$ cat config.mk
export PLATFORM = sky130hd
export DESIGN_NAME = heat_dispatch_scheduler
export DESIGN_NICKNAME = d
export VERILOG_FILES = /design/src/rtl/heatmap_pkg.sv /design/src/rtl/point_fifo.sv /design/src/rtl/heat_dispatch_scheduler.sv
export SDC_FILE = /design/constraint.sdc
export NUM_CORES = 1
export LEC_CHECK = 0
export ABC_AREA = 1
export CORE_ASPECT_RATIO = 1.4
export CORE_MARGIN = 2
export CORE_UTILIZATION = 50
export CTS_CLUSTER_DIAMETER = 100
export DETAILED_ROUTE_END_ITERATION = 6
export GPL_ROUTABILITY_DRIVEN = 0
export PLACE_DENSITY = 0.76
export SKIP_LAST_GASP = 1
export SLEW_MARGIN = 20
export SYNTH_ARGS = -nofsm -noshare
export SYNTH_HDL_FRONTEND = slang
export SYNTH_SLANG_ARGS = --single-unit
$ cat constraint.sdc
create_clock -name clock -period 2.5 [get_ports clock]
set_input_delay 0.75 -clock clock [delete_from_list [all_inputs] [get_ports clock]]
set_output_delay 0.75 -clock clock [all_outputs]
set_load 0.05 [all_outputs]
$ cat src/rtl/heatmap_pkg.sv
// Shared widths, point payload and FSM encoding for the heat-map column dispatch path.
package heatmap_pkg;

   localparam int unsigned N_COLS = 101;
   localparam int unsigned X_W    = 10;
   localparam int unsigned Y_W    = 10;
   localparam int unsigned VAL_W  = 8;
   localparam int unsigned CNT_W  = 8;

   typedef struct packed {
      logic [X_W-1:0]   x;
      logic [Y_W-1:0]   y;
      logic [VAL_W-1:0] val;
   } point_t;

   typedef enum logic [1:0] {
      ST_IDLE     = 2'd0,
      ST_ISSUE    = 2'd1,
      ST_WAIT_ACK = 2'd2,
      ST_RELEASE  = 2'd3
   } state_t;

   // Increment that sticks at all-ones.
   function automatic logic [CNT_W-1:0] sat_inc(input logic [CNT_W-1:0] v);
      return (v == {CNT_W{1'b1}}) ? v : v + CNT_W'(1);
   endfunction

endpackage

$ cat src/rtl/point_fifo.sv
// Circular point queue with an occupancy counter; the caller never pushes when full or pops when empty.
module point_fifo
   import heatmap_pkg::*;
#(
   parameter int unsigned FIFO_DEPTH = 8
) (
   input  logic                         clock,
   input  logic                         reset,
   input  logic                         push,
   input  logic                         pop,
   input  point_t                       din,
   output point_t                       head,
   output logic [$clog2(FIFO_DEPTH):0]  occupancy
);

   localparam int unsigned AW = $clog2(FIFO_DEPTH);
   localparam int unsigned OW = AW + 1;

   point_t        mem [FIFO_DEPTH];
   logic [AW-1:0] wr_ptr;
   logic [AW-1:0] rd_ptr;

   always_ff @(posedge clock) begin
      if (!reset) begin
         wr_ptr    <= '0;
         rd_ptr    <= '0;
         occupancy <= '0;
      end else begin
         if (push) wr_ptr <= wr_ptr + AW'(1);
         if (pop)  rd_ptr <= rd_ptr + AW'(1);
         occupancy <= occupancy + OW'(push) - OW'(pop);
      end
   end

   // Storage is not reset; only entries below occupancy are ever read.
   always_ff @(posedge clock) begin
      if (push) mem[wr_ptr] <= din;
   end

   assign head = mem[rd_ptr];

endmodule

$ cat src/rtl/heat_dispatch_scheduler.sv
// Drains queued heat points into one-hot column write requests, with ack handshake,
// level-ack release, timeout abandonment and out-of-range drop accounting.
module heat_dispatch_scheduler
   import heatmap_pkg::X_W, heatmap_pkg::Y_W, heatmap_pkg::VAL_W, heatmap_pkg::CNT_W,
          heatmap_pkg::point_t, heatmap_pkg::state_t, heatmap_pkg::sat_inc,
          heatmap_pkg::ST_IDLE, heatmap_pkg::ST_ISSUE, heatmap_pkg::ST_WAIT_ACK,
          heatmap_pkg::ST_RELEASE;
#(
   parameter int unsigned N_COLS      = heatmap_pkg::N_COLS,
   parameter int unsigned FIFO_DEPTH  = 8,
   parameter int unsigned ACK_TIMEOUT = 255
) (
   input  logic              clock,
   input  logic              reset,
   input  logic              pt_valid,
   output logic              pt_ready,
   input  logic [X_W-1:0]    pt_x,
   input  logic [Y_W-1:0]    pt_y,
   input  logic [VAL_W-1:0]  pt_val,
   output logic [N_COLS-1:0] col_select,
   output logic [Y_W-1:0]    row_select,
   output logic [VAL_W-1:0]  data_out,
   input  logic [N_COLS-1:0] return_sig,
   output logic              idle,
   output logic [CNT_W-1:0]  err_oob_count,
   output logic [CNT_W-1:0]  timeout_count
);

   localparam int unsigned OCC_W = $clog2(FIFO_DEPTH) + 1;

   state_t             state;
   point_t             head;
   point_t             in_pt;
   logic [OCC_W-1:0]   occupancy;
   logic [OCC_W-1:0]   occ_next;
   logic [N_COLS-1:0]  sel_mask;
   logic [CNT_W-1:0]   wait_cnt;
   logic push_c, pop_c, empty_c, head_oob_c, ack_c, tmo_c, rel_done_c, to_idle_c;

   function automatic logic [N_COLS-1:0] onehot(input logic [X_W-1:0] x);
      logic [N_COLS-1:0] m;
      m = '0;
      for (int unsigned i = 0; i < N_COLS; i++) m[i] = (32'(x) == i);
      return m;
   endfunction

   assign in_pt = '{x: pt_x, y: pt_y, val: pt_val};

   point_fifo #(.FIFO_DEPTH(FIFO_DEPTH)) u_fifo (
      .clock     (clock),
      .reset     (reset),
      .push      (push_c),
      .pop       (pop_c),
      .din       (in_pt),
      .head      (head),
      .occupancy (occupancy)
   );

   assign empty_c    = (occupancy == '0);
   assign head_oob_c = (32'(head.x) >= N_COLS);
   assign push_c     = pt_valid && pt_ready;
   assign pop_c      = (state == ST_IDLE) && !empty_c;
   assign occ_next   = occupancy + OCC_W'(push_c) - OCC_W'(pop_c);

   // sel_mask keeps the issued column through RELEASE so its level ack can be watched falling.
   assign ack_c      = |(return_sig & sel_mask);
   assign tmo_c      = (wait_cnt == CNT_W'(ACK_TIMEOUT - 1));
   assign rel_done_c = !ack_c || tmo_c;
   assign to_idle_c  = ((state == ST_IDLE) && (empty_c || head_oob_c)) ||
                       ((state == ST_RELEASE) && rel_done_c);

   always_ff @(posedge clock) begin
      if (!reset) begin
         state         <= ST_IDLE;
         col_select    <= '0;
         sel_mask      <= '0;
         row_select    <= '0;
         data_out      <= '0;
         wait_cnt      <= '0;
         err_oob_count <= '0;
         timeout_count <= '0;
         pt_ready      <= 1'b0;
         idle          <= 1'b0;
      end else begin
         pt_ready <= (occ_next != OCC_W'(FIFO_DEPTH));
         idle     <= to_idle_c && (occ_next == '0);
         case (state)
            ST_IDLE: begin
               // Select is loaded on the pop edge so it is visible while in ISSUE.
               if (!empty_c) begin
                  if (head_oob_c) begin
                     err_oob_count <= sat_inc(err_oob_count);
                  end else begin
                     col_select <= onehot(head.x);
                     sel_mask   <= onehot(head.x);
                     row_select <= head.y;
                     data_out   <= head.val;
                     wait_cnt   <= '0;
                     state      <= ST_ISSUE;
                  end
               end
            end
            ST_ISSUE: begin
               wait_cnt <= wait_cnt + CNT_W'(1);
               state    <= ST_WAIT_ACK;
            end
            ST_WAIT_ACK: begin
               if (ack_c || tmo_c) begin
                  col_select <= '0;
                  wait_cnt   <= '0;
                  state      <= ST_RELEASE;
                  if (!ack_c) timeout_count <= sat_inc(timeout_count);
               end else begin
                  wait_cnt <= wait_cnt + CNT_W'(1);
               end
            end
            ST_RELEASE: begin
               if (rel_done_c) state <= ST_IDLE;
               else            wait_cnt <= wait_cnt + CNT_W'(1);
            end
            default: state <= ST_IDLE;
         endcase
      end
   end

endmodule

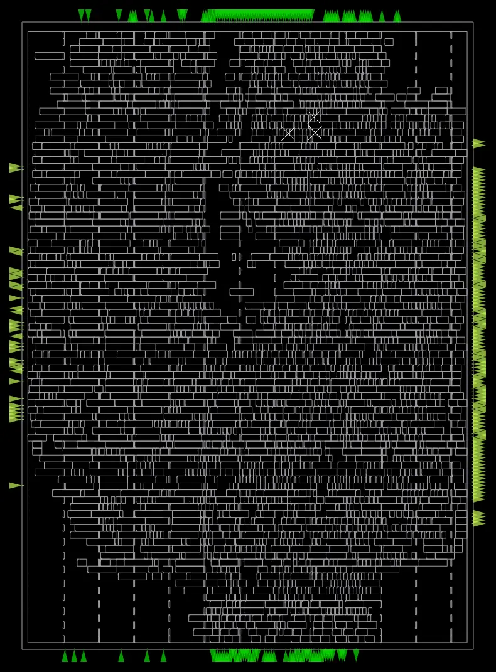
Figure 1: placed standard cells.
Non-Filler Instances: 3401
Final Core Density: 68.01%
Tapcells: 540

==> flow_summary.ini <==
; flow metrics
[pwr]
ir_worst_vdd_mv = 0.9868

[grt]
use_met3_pct = 4.855
met2_usage_pct = 49.23
antenna_found_initial = 6

[route]
drt-pass1-iter-count = 7
drc = 4
dr_total_vias = 19536

[final_timing]
finClkSkew_ns = 0.02648
fin_tns_setup_ns = -0.3040
fin_ws_ns = -0.06219
setup_viol = 22

[outcome]
violations = design-rule violations, negative setup slack
status = complete, but fails checks

[clock_tree]
cts_buffers = 46
htree_levels = 2

[die]
die_y_um = 245.9
ioPinCount = 269

[synth]
adder_share_pct = 1.054
synth-xor-area-share_pct = 0.7126
edf_count = 224

[cells_and_area]
nets = 2972

[placement]
hpwl_um = 41900

[worst_setup_path]
critPathCapture = data_out[5]
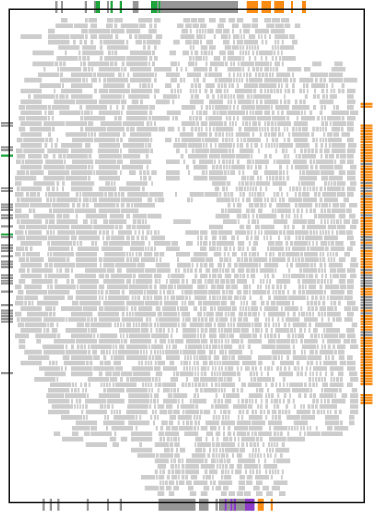
Figure 2: pin map.
(2 px per µm) Pins as bars across the die edge, other pins in grey.
- orange: col_select (pins 101; direction output; edge 78 east, 19 north, 4 south)
- green: row_select (pins 10; direction output; edge 8 north, 2 west)
- purple: timeout_count (pins 8; direction output; edge south)
- all pins by edge: 102 east, 78 north, 55 south, 34 west

-- kinds of logic (layout without fill, tap and decap cells) --
| family | Yosys count | after routing |
|---|---|---|
| AOI/OAI and AO/OA | 460 | 460 |
| xor gates and xnor gates | 17 | 17 |
| adders and majority gates | 17 | 17 |
| buffers and inverters | 301 | 693 |
| DFF | 485 | 485 |
| other | 0 | 2 |
| and+or+nand+nor | 1185 | 1187 |
-- routing by layer --
layer / up-vias / share of wire [%]
li1: 8940 / -
met1: 9106 / 35
met2: 1182 / 50
met3: 300 / 8.8
met4: 8 / 6.6
met5: - / 0.076
-- synthesized netlist by cell type, drive strengths merged (16+ instances only) --
cell type and count:
nand2 510, nor2 444, dfxtp 261, edfxtp 224
o21ai 219, a21oi 203, nand3 193, inv 143
clkbuf 88, buf 66, nand4 19, o221ai 18
o22ai 18, ha 16
-- registers in the layout, summed over array words and instances, names as in the netlist, named ones only --
register / cells
u_fifo.wr_ptr: 3
u_fifo.rd_ptr: 3
row_select: 10
data_out: 8
pt_ready: 1
wait_cnt: 8
err_oob_count: 8
idle: 1
col_select: 101
timeout_count: 8
state: 2
u_fifo.mem: 224
sel_mask: 101
u_fifo.occupancy: 4
-- report_power, final --
group	leakage (µW)	internal, µW	switching (µW)
sequential	0.00416	10200	1140
combinational	0.00746	8080	14100
clock	0.000734	3970	3070
-- worst min path at each step --
stage,endpoint,slack (ns),start
finish,col_select[90],0.48,col_select[90]
CTS,flip-flop,0.47,u_fifo.rd_ptr[2]
global placement,u_fifo.rd_ptr[2],0.45,u_fifo.rd_ptr[2]
floorplan,flip-flop,0.43,u_fifo.rd_ptr[2]
detailed placement,sel_mask[8],0.46,sel_mask[8]
global route,col_select[90],0.50,col_select[90]
Power is estimated from default activity; no workload was simulated.
